<file path="src/rtl/i2c_target_rx.sv">
// i2c_target_rx: I2C target engine. Oversamples SCL/SDA on ref_clk, detects
// START/STOP, answers TARGET_ADDR, ACKs and receives write bytes, and shifts
// out read bytes supplied on tx_data. SDA is open-drain (sda_oe=1 pulls low).
// Optional build macro GLITCH_FILTER_EN adds a FILTER_LEN-sample glitch filter
// after the synchronizers.
module i2c_target_rx #(
  parameter logic [6:0] TARGET_ADDR = 7'h50,
  parameter int         SYNC_STAGES = 2,
  parameter int         FILTER_LEN  = 4
) (
  input  logic       ref_clk,
  input  logic       rst_n,
  input  logic       scl_in,
  input  logic       sda_in,
  output logic       sda_oe,
  output logic [7:0] rx_data,
  output logic       rx_valid,
  output logic       tx_req,
  input  logic [7:0] tx_data,
  output logic       busy,
  output logic       stop_det
);

  if (SYNC_STAGES < 2 || FILTER_LEN < 1) begin : g_param_check
    $error("i2c_target_rx: SYNC_STAGES must be >= 2 and FILTER_LEN >= 1");
  end

  typedef enum logic [2:0] {
    IDLE, ADDR, ADDR_ACK, WR_DATA, WR_ACK, RD_DATA, RD_ACK, WAIT_STOP
  } state_t;

  logic [SYNC_STAGES-1:0] scl_sync, sda_sync;
  logic                   scl_raw, sda_raw;
  logic                   scl_s, sda_s;
  logic                   scl_q, sda_q;
  logic                   scl_rise, scl_fall, start_c, stop_c;

  state_t     state;
  logic [2:0] cnt;
  logic       full;
  logic       rw;
  logic       ack_ok;
  logic [7:0] sr;
  logic [7:0] tx_sr;

  // Input synchronizers; idle bus level is high so they reset to 1.
  always_ff @(posedge ref_clk or negedge rst_n) begin
    if (!rst_n) begin
      scl_sync <= '1;
      sda_sync <= '1;
    end else begin
      scl_sync <= {scl_sync[SYNC_STAGES-2:0], scl_in};
      sda_sync <= {sda_sync[SYNC_STAGES-2:0], sda_in};
    end
  end

  assign scl_raw = scl_sync[SYNC_STAGES-1];
  assign sda_raw = sda_sync[SYNC_STAGES-1];

`ifdef GLITCH_FILTER_EN
  localparam int FCW = $clog2(FILTER_LEN + 1);
  logic [FCW-1:0] scl_fcnt, sda_fcnt;

  // Each filtered line follows its input only after FILTER_LEN differing samples in a row.
  always_ff @(posedge ref_clk or negedge rst_n) begin
    if (!rst_n) begin
      scl_s    <= 1'b1;
      sda_s    <= 1'b1;
      scl_fcnt <= '0;
      sda_fcnt <= '0;
    end else begin
      if (scl_raw == scl_s) begin
        scl_fcnt <= '0;
      end else if (scl_fcnt == FCW'(FILTER_LEN - 1)) begin
        scl_s    <= scl_raw;
        scl_fcnt <= '0;
      end else begin
        scl_fcnt <= scl_fcnt + 1'b1;
      end
      if (sda_raw == sda_s) begin
        sda_fcnt <= '0;
      end else if (sda_fcnt == FCW'(FILTER_LEN - 1)) begin
        sda_s    <= sda_raw;
        sda_fcnt <= '0;
      end else begin
        sda_fcnt <= sda_fcnt + 1'b1;
      end
    end
  end
`else
  assign scl_s = scl_raw;
  assign sda_s = sda_raw;
`endif

  // Previous sample of the conditioned lines for edge and START/STOP detection.
  always_ff @(posedge ref_clk or negedge rst_n) begin
    if (!rst_n) begin
      scl_q <= 1'b1;
      sda_q <= 1'b1;
    end else begin
      scl_q <= scl_s;
      sda_q <= sda_s;
    end
  end

  assign scl_rise = scl_s & ~scl_q;
  assign scl_fall = ~scl_s & scl_q;
  assign start_c  = scl_s & scl_q & sda_q & ~sda_s;
  assign stop_c   = scl_s & scl_q & ~sda_q & sda_s;

  // Protocol FSM with registered outputs; STOP, then START, override any SCL edge.
  always_ff @(posedge ref_clk or negedge rst_n) begin
    if (!rst_n) begin
      state    <= IDLE;
      cnt      <= 3'd0;
      full     <= 1'b0;
      rw       <= 1'b0;
      ack_ok   <= 1'b0;
      sr       <= 8'h00;
      tx_sr    <= 8'h00;
      sda_oe   <= 1'b0;
      rx_data  <= 8'h00;
      rx_valid <= 1'b0;
      tx_req   <= 1'b0;
      busy     <= 1'b0;
      stop_det <= 1'b0;
    end else begin
      rx_valid <= 1'b0;
      tx_req   <= 1'b0;
      stop_det <= 1'b0;
      if (stop_c) begin
        state    <= IDLE;
        sda_oe   <= 1'b0;
        busy     <= 1'b0;
        stop_det <= 1'b1;
        cnt      <= 3'd0;
        full     <= 1'b0;
        ack_ok   <= 1'b0;
      end else if (start_c) begin
        state  <= ADDR;
        sda_oe <= 1'b0;
        cnt    <= 3'd0;
        full   <= 1'b0;
        ack_ok <= 1'b0;
      end else begin
        case (state)
          ADDR: begin
            if (scl_rise && !full) begin
              sr <= {sr[6:0], sda_s};
              if (cnt == 3'd7) full <= 1'b1;
              else             cnt  <= cnt + 3'd1;
            end else if (scl_fall && full) begin
              full <= 1'b0;
              cnt  <= 3'd0;
              if (sr[7:1] == TARGET_ADDR) begin
                sda_oe <= 1'b1;
                busy   <= 1'b1;
                rw     <= sr[0];
                tx_req <= sr[0];
                state  <= ADDR_ACK;
              end else begin
                busy  <= 1'b0;
                state <= WAIT_STOP;
              end
            end
          end
          ADDR_ACK: begin
            if (scl_fall) begin
              cnt <= 3'd0;
              if (rw) begin
                tx_sr  <= tx_data;
                sda_oe <= ~tx_data[7];
                state  <= RD_DATA;
              end else begin
                sda_oe <= 1'b0;
                full   <= 1'b0;
                state  <= WR_DATA;
              end
            end
          end
          WR_DATA: begin
            if (scl_rise && !full) begin
              sr <= {sr[6:0], sda_s};
              if (cnt == 3'd7) begin
                full     <= 1'b1;
                rx_data  <= {sr[6:0], sda_s};
                rx_valid <= 1'b1;
              end else begin
                cnt <= cnt + 3'd1;
              end
            end else if (scl_fall && full) begin
              sda_oe <= 1'b1;
              full   <= 1'b0;
              cnt    <= 3'd0;
              state  <= WR_ACK;
            end
          end
          WR_ACK: begin
            if (scl_fall) begin
              sda_oe <= 1'b0;
              cnt    <= 3'd0;
              state  <= WR_DATA;
            end
          end
          RD_DATA: begin
            if (scl_fall) begin
              if (cnt == 3'd7) begin
                sda_oe <= 1'b0;
                cnt    <= 3'd0;
                ack_ok <= 1'b0;
                state  <= RD_ACK;
              end else begin
                cnt    <= cnt + 3'd1;
                tx_sr  <= {tx_sr[6:0], 1'b0};
                sda_oe <= ~tx_sr[6];
              end
            end
          end
          RD_ACK: begin
            if (scl_rise) begin
              if (!sda_s) begin
                ack_ok <= 1'b1;
                tx_req <= 1'b1;
              end else begin
                busy  <= 1'b0;
                state <= WAIT_STOP;
              end
            end else if (scl_fall && ack_ok) begin
              tx_sr  <= tx_data;
              sda_oe <= ~tx_data[7];
              cnt    <= 3'd0;
              ack_ok <= 1'b0;
              state  <= RD_DATA;
            end
          end
          WAIT_STOP: begin
            busy   <= 1'b0;
            sda_oe <= 1'b0;
          end
          default: begin
            state <= IDLE;
          end
        endcase
      end
    end
  end

endmodule

</file>
<file path="config.mk">
export PLATFORM = sky130hd
export DESIGN_NAME = i2c_target_rx
export DESIGN_NICKNAME = d
export VERILOG_FILES = /design/src/rtl/i2c_target_rx.sv
export SDC_FILE = /design/constraint.sdc
export NUM_CORES = 1
export LEC_CHECK = 0
export CORE_ASPECT_RATIO = 1.2
export CORE_UTILIZATION = 35
export DETAILED_ROUTE_END_ITERATION = 8
export PLACE_DENSITY = 0.65
export SLEW_MARGIN = 10
export SYNTH_ARGS = -nofsm -noshare
export SYNTH_HDL_FRONTEND = slang
export SYNTH_SLANG_ARGS = --single-unit
</file>
<file path="constraint.sdc">
create_clock -name ref_clk -period 3.8 [get_ports ref_clk]
set_input_delay 0.76 -clock ref_clk [delete_from_list [all_inputs] [get_ports ref_clk]]
set_output_delay 0.76 -clock ref_clk [all_outputs]
set_load 0.01 [all_outputs]
</file>
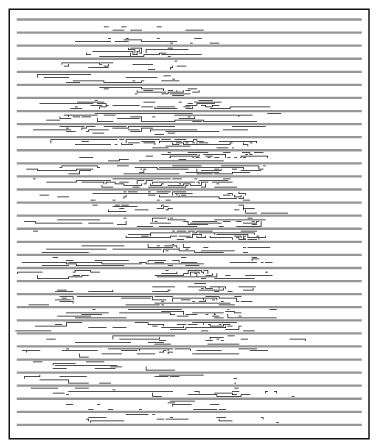
Run 1: metal 1
Supply wires on this layer in gray.
- share of all routed wire: 47%
- nets with wire on the layer: 220
- longest straight run: 21.6 um

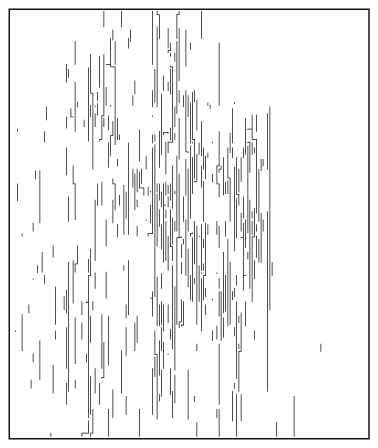
Run 1: M2 wires
- main direction: vertical
- nets with wire on the layer: 204
- share of all routed wire: 48%
- longest straight run: 42.2 um
- wire length on this layer: 2050 um

==> changes_impl.md, run 1 <==
### Metrics

* Outcome: complete, no violations
* Post-DP HPWL at 3.01 mm
* Worst-Margin Slew at about 950 ps
* Yosys cell count at 204
* Initial antenna violation count at 0
* Register area at roughly 1100 sq um
* Crit-path max FO at 13
* Fp util at 0.365
* Pre-CTS setup slack at roughly 1700 ps
* YS warnings at 0
* RSZ-0062 raised after global routing: false
* Final hold violations at 0
* Vias in the first global route at 1516
* Clock root cell: clkbuf_8
* Final-report setup violation count at 0
* Wire per inst at around 14 um
* Top cells by area: dfrtp_1, dfstp_2, mux2_2
* Critical path class: reg -> reg
* PwrDens at 603 nW/um^2
* Worst setup EP type: flop
* Die height at about 89 um
* Mapped Nets at ~220
* Area leader, netlist: dfrtp_1
* IO Port Bufs at 24
* Synth Cell Area at 2210 sq um
* Syn avg cell area at approximately 11 sq um
* Netlist cell types at around 53
* Placement Rows at 31
* Tool warning count at 26
* Flops after synth at approximately 43
* Layout cell share with drive strength beyond 1 at 0.156
* First-pass iteration count of the detailed router at 4
* Pin count of the biggest net entering global routing at approximately 44
* Reg-to-reg slack, setup at ~1700 ps
* Chip Area at 6630 sq um
* Pins Over Slew Limit at 0
* Vias per Instance at roughly 5.2
* Crit path launch type: flop
* Top Layout Cells: dfrtp_1, clkdlybuf4s50_1, nor2_1
* Postcts setup bufs at 0
* CTS tree: built
* Filler instances at 612
* Leak at 0.00116 uW
* H-tree depth at 2
* Hold slack at 359 ps
* Min Tclk post-route at roughly 2100 ps
* Die W at 74.5 um
* Clock net sink count at roughly 43
* DRC viols at 0
* 1st-iter DRT viols at just under 90
* Clk latency late pin at ~300 ps
* Dominant flop cell: dfrtp_1
* Ys async rst share at 1.00
* Grt ovf at 0
* Num CTS Buffers at 5
* Final net count at ~240
* Post-CTS Hold Fix Bufs at 0
* Final critical-path share of the clock period at 0.554
* Hold Crit Class: reg -> reg
* First-pass GRT wire length at between 7 and 8 mm
* Final Skew at 6.60 ps
* Cell area after layout at between 2000 and 3000 sq um
* VDD IR max at between 0.0002 and 0.0003 V
* Max Freq at 0.475 GHz
* RePlAce Congestion at approximately 0.89
* Final worst slack at 1690 ps
* Final TNS setup at 0 ps
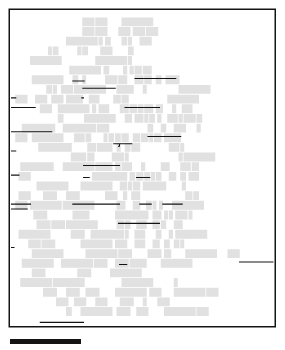
Run 1: signal wires on met3
Scale bar: 20 um.
- longest straight run: 13.1 um
- nets with wire on the layer: 18
routed wire length: 4.31 mm
via count: 1596

==> run 1: cells by family (layout without fill, tap and decap cells) <==
logic type / Yosys count / in the layout / synth area share
AND/OR/NAND/NOR: 68 / 68 / 0.174
AND-OR/OR-AND: 45 / 45 / 0.146
flip-flops: 43 / 43 / 0.491
multiplexers: 26 / 26 / 0.128
buffers and inverters: 19 / 40 / 0.0459
adder cells (fa/ha/maj): 2 / 2 / 0.0113
XOR/XNOR: 1 / 1 / 0.00397
==> run 1: synthesized netlist by cell type (all sizes together) (3+ instances only) <==
library cell,count
dfrtp,37
mux2,18
nor2,16
a21oi,15
nand2,12
inv,8
mux2i,8
nand3,8
o21ai,7
buf,6
dfstp,6
clkbuf,5
nor2b,4
and3,3
nand2b,3
nand3b,3
nand4,3
or4b,3
==> run 1: worst paths after layout <==
kind / start / to / cells after the start
setup / recovery: cnt[0] / tx_sr[2] / 6
hold / removal: sda_sync[0] / sda_sync[1] / 0
setup reg to reg: cnt[0] / tx_sr[2] / 6
hold reg to reg: sda_sync[0] / sda_sync[1] / 0
max in group asynchronous: rst_n / tx_sr[3] / 1
min in group asynchronous: rst_n / rx_data[3] / 1
==> run 1: cell type report <==
type / instances / share of cell area
Clock buffer: 6 / 0.0283
Clock inverter: 2 / 0.00489
Inverter: 8 / 0.0117
Multi-Input combinational cell: 142 / 0.400
Sequential cell: 43 / 0.423
Tap cell: 82 / 0.0401
Timing Repair Buffer: 24 / 0.0919
==> run 1: critical path, stage by stage (launching register included) <==
cell and delay [ps]:
dfrtp_1 400, ha_1 210, ha_1 230, nor2b_1 220
a22oi_1 140, nor2_1 580, a21oi_1 170
==> run 1: state kept, by name, summed over array words and instances, names as in the netlist <==
name	count
rx_data	8
sr	8
tx_sr	7
cnt	3
state	3
scl_sync	2
sda_sync	2
ack_ok	1
busy	1
full	1
rw	1
rx_valid	1
scl_q	1
sda_oe	1
sda_q	1
stop_det	1
tx_req	1
==> run 1: stage by stage <==
step | power, uW | utilization | instances
6_report | 1540 | 0.423 | 307
5_1_grt | 1650 | 0.423 | 307
3_5_place_dp | 1270 | 0.409 | 299
2_1_floorplan | 1160 | - | 204
3_3_place_gp | 1250 | 0.409 | 299
4_1_cts | 1560 | 0.423 | 307
==> run 1: layer usage <==
layer	share of wire	vias up	GRT usage
met2	0.48	40	0.239
li1	-	788	-
met4	0.020	0	0.0669
met5	0	-	0
met3	0.036	7	0.0225
met1	0.47	761	0.181
==> run 1: power breakdown <==
| part | internal, uW | leakage [uW] | switching, uW |
|---|---|---|---|
| clock | 129 | 0.0000412 | 162 |
| sequential | 559 | 0.000541 | 151 |
| combinational | 277 | 0.000573 | 268 |
Run 1, clock wiring as the flow saved it:
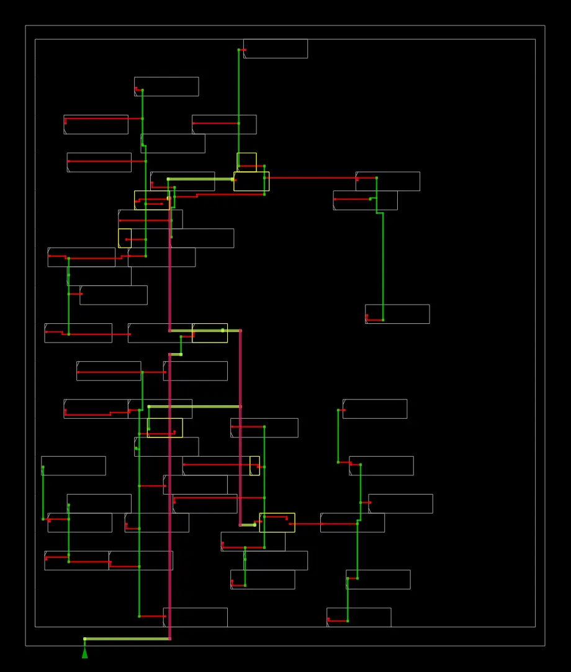

==> run 2: changes to the inputs <==
==> constraint.sdc (replaced) <==
create_clock -name ref_clk -period 2.18 [get_ports ref_clk]
set_input_delay 0.436 -clock ref_clk [delete_from_list [all_inputs] [get_ports ref_clk]]
set_output_delay 0.436 -clock ref_clk [all_outputs]
set_load 0.01 [all_outputs]
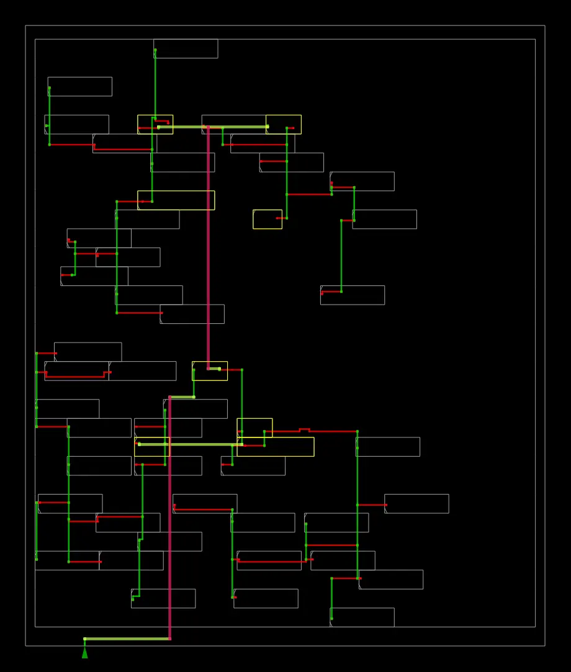
Run 2: clock wiring as the flow saved it
clk latency late pin: 300 ps
# clk buffers: 5
clk pwr: 753 uW

==> changes_impl.md, run 2 <==
### Metrics

* Synth Cell Area at 2210 sq um (unchanged)
* Filler instances at 603 (was 612)
* Top-Level Pins at 25 (unchanged)
* Clock root cell: clkbuf_8 (unchanged)
* 1st-iter DRT viols at 80 (was 88)
* Pins Over Slew Limit at 0 (unchanged)
* Routed wire length at 4.38 mm (was 4.31 mm)
* Min Tclk post-route at 1990 ps (was 2110 ps)
* Cell area after layout at 2680 sq um (was 2560 sq um)
* Slowest cell delay on critical path at 560 ps (was 580 ps)
* Critical path class: reg -> reg (unchanged)
* First-pass GRT wire length at 7.30 mm (was 7.22 mm)
* Vias in the first global route at 1578 (was 1516)
* Placement Rows at 31 (unchanged)
* Reg2Reg Depth at 4 (was 6)
* Crit path launch type: flop (unchanged)
* Non-Filler Instances at 313 (was 307)
* Max Freq at 0.503 GHz (was 0.475 GHz)
* Yosys Chip Area at 2210 sq um (unchanged)
* Synth Seq Share at 0.491 (unchanged)
* Chip Area at 6630 sq um (unchanged)
* Final critical-path share of the clock period at 0.913 (was 0.554)
* DRT antenna net count at 0 (unchanged)
* Clock net sink count at 43 (unchanged)
* Worst path slowest cell: dfrtp_1 (was nor2_1)
* Crit path DRT at 2360 ps (was 3950 ps)
* Num CTS Buffers at 5 (unchanged)
* Top cells by area: dfrtp_1, dfstp_2, mux2_2 (unchanged)
* Syn Inst Count at 204 (unchanged)
* Regs by FF count: rx_data (8), sr (8), tx_sr (7) (unchanged)
* Logic area at 1030 sq um (was 1020 sq um)
* Fp util at 0.365 (unchanged)
* FF-to-FF Start: state[0] (was cnt[0])
* Reg-to-reg slack, setup at 190 ps (was 1690 ps)
* Worst-Margin Slew at 542 ps (was 953 ps)
* YS warnings at 0 (unchanged)
* Mapped Nets at 218 (unchanged)
* Final Skew at 6.08 ps (was 6.60 ps)
* Crit-path max FO at 14 (was 13)
* Post-DP HPWL at 3.12 mm (was 3.01 mm)
* RePlAce Congestion at 0.874 (was 0.893)
* Yosys cell count at 204 (unchanged)
* Clk buf depth at 2 (unchanged)
* Flops after synth at 43 (unchanged)
* Cell Count Post-Placement at 305 (was 299)
* Wire per inst at 14.0 um (about the same)
* Post-CTS Hold Fix Bufs at 0 (unchanged)
* R2r endpoint: ack_ok (was tx_sr[2])
* Grt ovf at 0 (unchanged)
* PwrDens at 1130 nW/um^2 (was 603 nW/um^2)
* Pin count of the biggest net entering global routing at 23 (was 44)
* Arrival time worst endpoint at 2170 ps (was 2250 ps)
* Top cells by count, synth: dfrtp_1, nor2_1, a21oi_1, mux2_2, nand2_1 (unchanged)
* Initial antenna violation count at 0 (unchanged)
* Most frequent logic cell in the layout: dfrtp_1 (unchanged)
* Placed Area at 2530 sq um (was 2470 sq um)
* Netlist cell types at 53 (unchanged)
* Die height at 89.0 um (unchanged)
* Hold Crit Class: in -> async (was reg -> reg)
* Core Util, Final at 0.442 (was 0.423)
* CTS tree: built (unchanged)
* First-pass iteration count of the detailed router at 4 (unchanged)
* Total Routing Usage GR at 0.148 (was 0.143)
* Maxcap violations at 0 (unchanged)
* Via count at 1629 (was 1596)
* Area growth syn-to-layout at 21.1% (was 15.9%)
* Layout cell share with drive strength beyond 1 at 0.186 (was 0.156)
* ANT cells at 0 (unchanged)
* VDD IR max at 0.000525 V (was 0.000297 V)
* Max-area cell share at 0.419 (unchanged)
* Final hold violations at 0 (unchanged)
* Worst setup EP type: flop (unchanged)
* IO Port Bufs at 24 (unchanged)
* Dominant flop cell: dfrtp_1 (unchanged)
* Syn avg cell area at 10.8 sq um (unchanged)
* Vias per Instance at 5.20 (about the same)
* DRC viols at 0 (unchanged)
* H-tree depth at 2 (unchanged)
* Final-report setup violation count at 0 (unchanged)
* Top Layout Cells: dfrtp_1, clkdlybuf4s50_1, nor2_1, a21oi_1, mux2_2 (was dfrtp_1, clkdlybuf4s50_1, nor2_1)
* Area leader, netlist: dfrtp_1 (unchanged)
* Tool warning count at 26 (unchanged)
* Count leader, synth: dfrtp_1 (unchanged)
* EDFF count, synth at 0 (unchanged)
* Ys async rst share at 1.00 (unchanged)
* Die W at 74.5 um (unchanged)
* RSZ-0062 raised after global routing: false (unchanged)
* Relative slew slack at 0.638 (was 0.364)
* Final TNS setup at 0 ps (unchanged)
* Outcome: complete, no violations (unchanged)
* Leak at 0.00122 uW (was 0.00116 uW)
* Hold slack at 99.9 ps (was 359 ps)
* Final net count at 244 (was 238)
* Core area at 6050 sq um (unchanged)
* Clock slew at reported path FFs at 90 ps (was 80 ps)
* Crit path cell chain: and2b_1, nand2_1, or3_1, a221oi_1 (was ha_1, ha_1, nor2b_1, a22oi_1, nor2_1, a21oi_1)
* Register area at 1080 sq um (unchanged)
[run 2: stage by stage]
stage | setup slack (ps) | total power [uW]
floorplan | 372 | 2020
global placement | 236 | 2240
detailed placement | 116 | 2250
CTS | 98.7 | 3020
global route | 81.4 | 3200
finish | 190 | 3010
[run 2: cell type report]
cell class | instances | area share
Sequential cell | 43 | 0.405
Multi-Input combinational cell | 142 | 0.384
Timing Repair Buffer | 30 | 0.109
Tap cell | 82 | 0.0384
Clock inverter | 3 | 0.0267
Clock buffer | 5 | 0.0257
Inverter | 8 | 0.0112
[run 2: cells by family (layout without fill, tap and decap cells)]
group / after synthesis / in the layout / synth area share
buffers and inverters: 19 / 46 / 0.0459
AND/OR/NAND/NOR: 68 / 68 / 0.174
multiplexers: 26 / 26 / 0.128
AND-OR/OR-AND: 45 / 45 / 0.146
adder cells (fa/ha/maj): 2 / 2 / 0.0113
flip-flops: 43 / 43 / 0.491
XOR/XNOR: 1 / 1 / 0.00397
[run 2: worst max path at each step]
| stage | slack [ps] | depth (start not counted) | endpoint | from |
|---|---|---|---|---|
| 2_1_floorplan | 370 | 7 | state[1] | cnt[0] |
| 3_3_place_gp | 240 | 7 | tx_sr[0] | cnt[0] |
| 3_5_place_dp | 120 | 6 | tx_sr[3] | cnt[0] |
| 4_1_cts | 100 | 7 | tx_sr[5] | cnt[0] |
| 5_1_grt | 80 | 6 | cnt[0] | state[2] |
| 6_report | 190 | 4 | ack_ok | state[0] |
[run 2: timing repair]
item | CTS | global route
resized | 0 | 1
buffers inserted | 0 | 0
endpoints found under the setup margin | 0 | 7
[run 2: critical path: cells and delay by family (launching register included)]
kind             cells  cell delay [ps]
AND-OR/OR-AND        1              370
AND/OR/NAND/NOR      3              950
flip-flops           1              560
[run 2: power by group]
part	total, uW	internal [uW]	switching [uW]
logic	1070	522	544
registers	1190	975	215
clock network	753	465	288
[run 2: metal layers]
| metal | GRT usage | vias up | wire length, um |
|---|---|---|---|
| met4 | 0.0789 | 0 | 125 |
| met3 | 0.0271 | 8 | 117 |
| met1 | 0.190 | 796 | 2040 |
| met5 | 0 | - | 0 |
| li1 | - | 792 | - |
| met2 | 0.235 | 33 | 2090 |
Power is estimated from default activity; no workload was simulated.
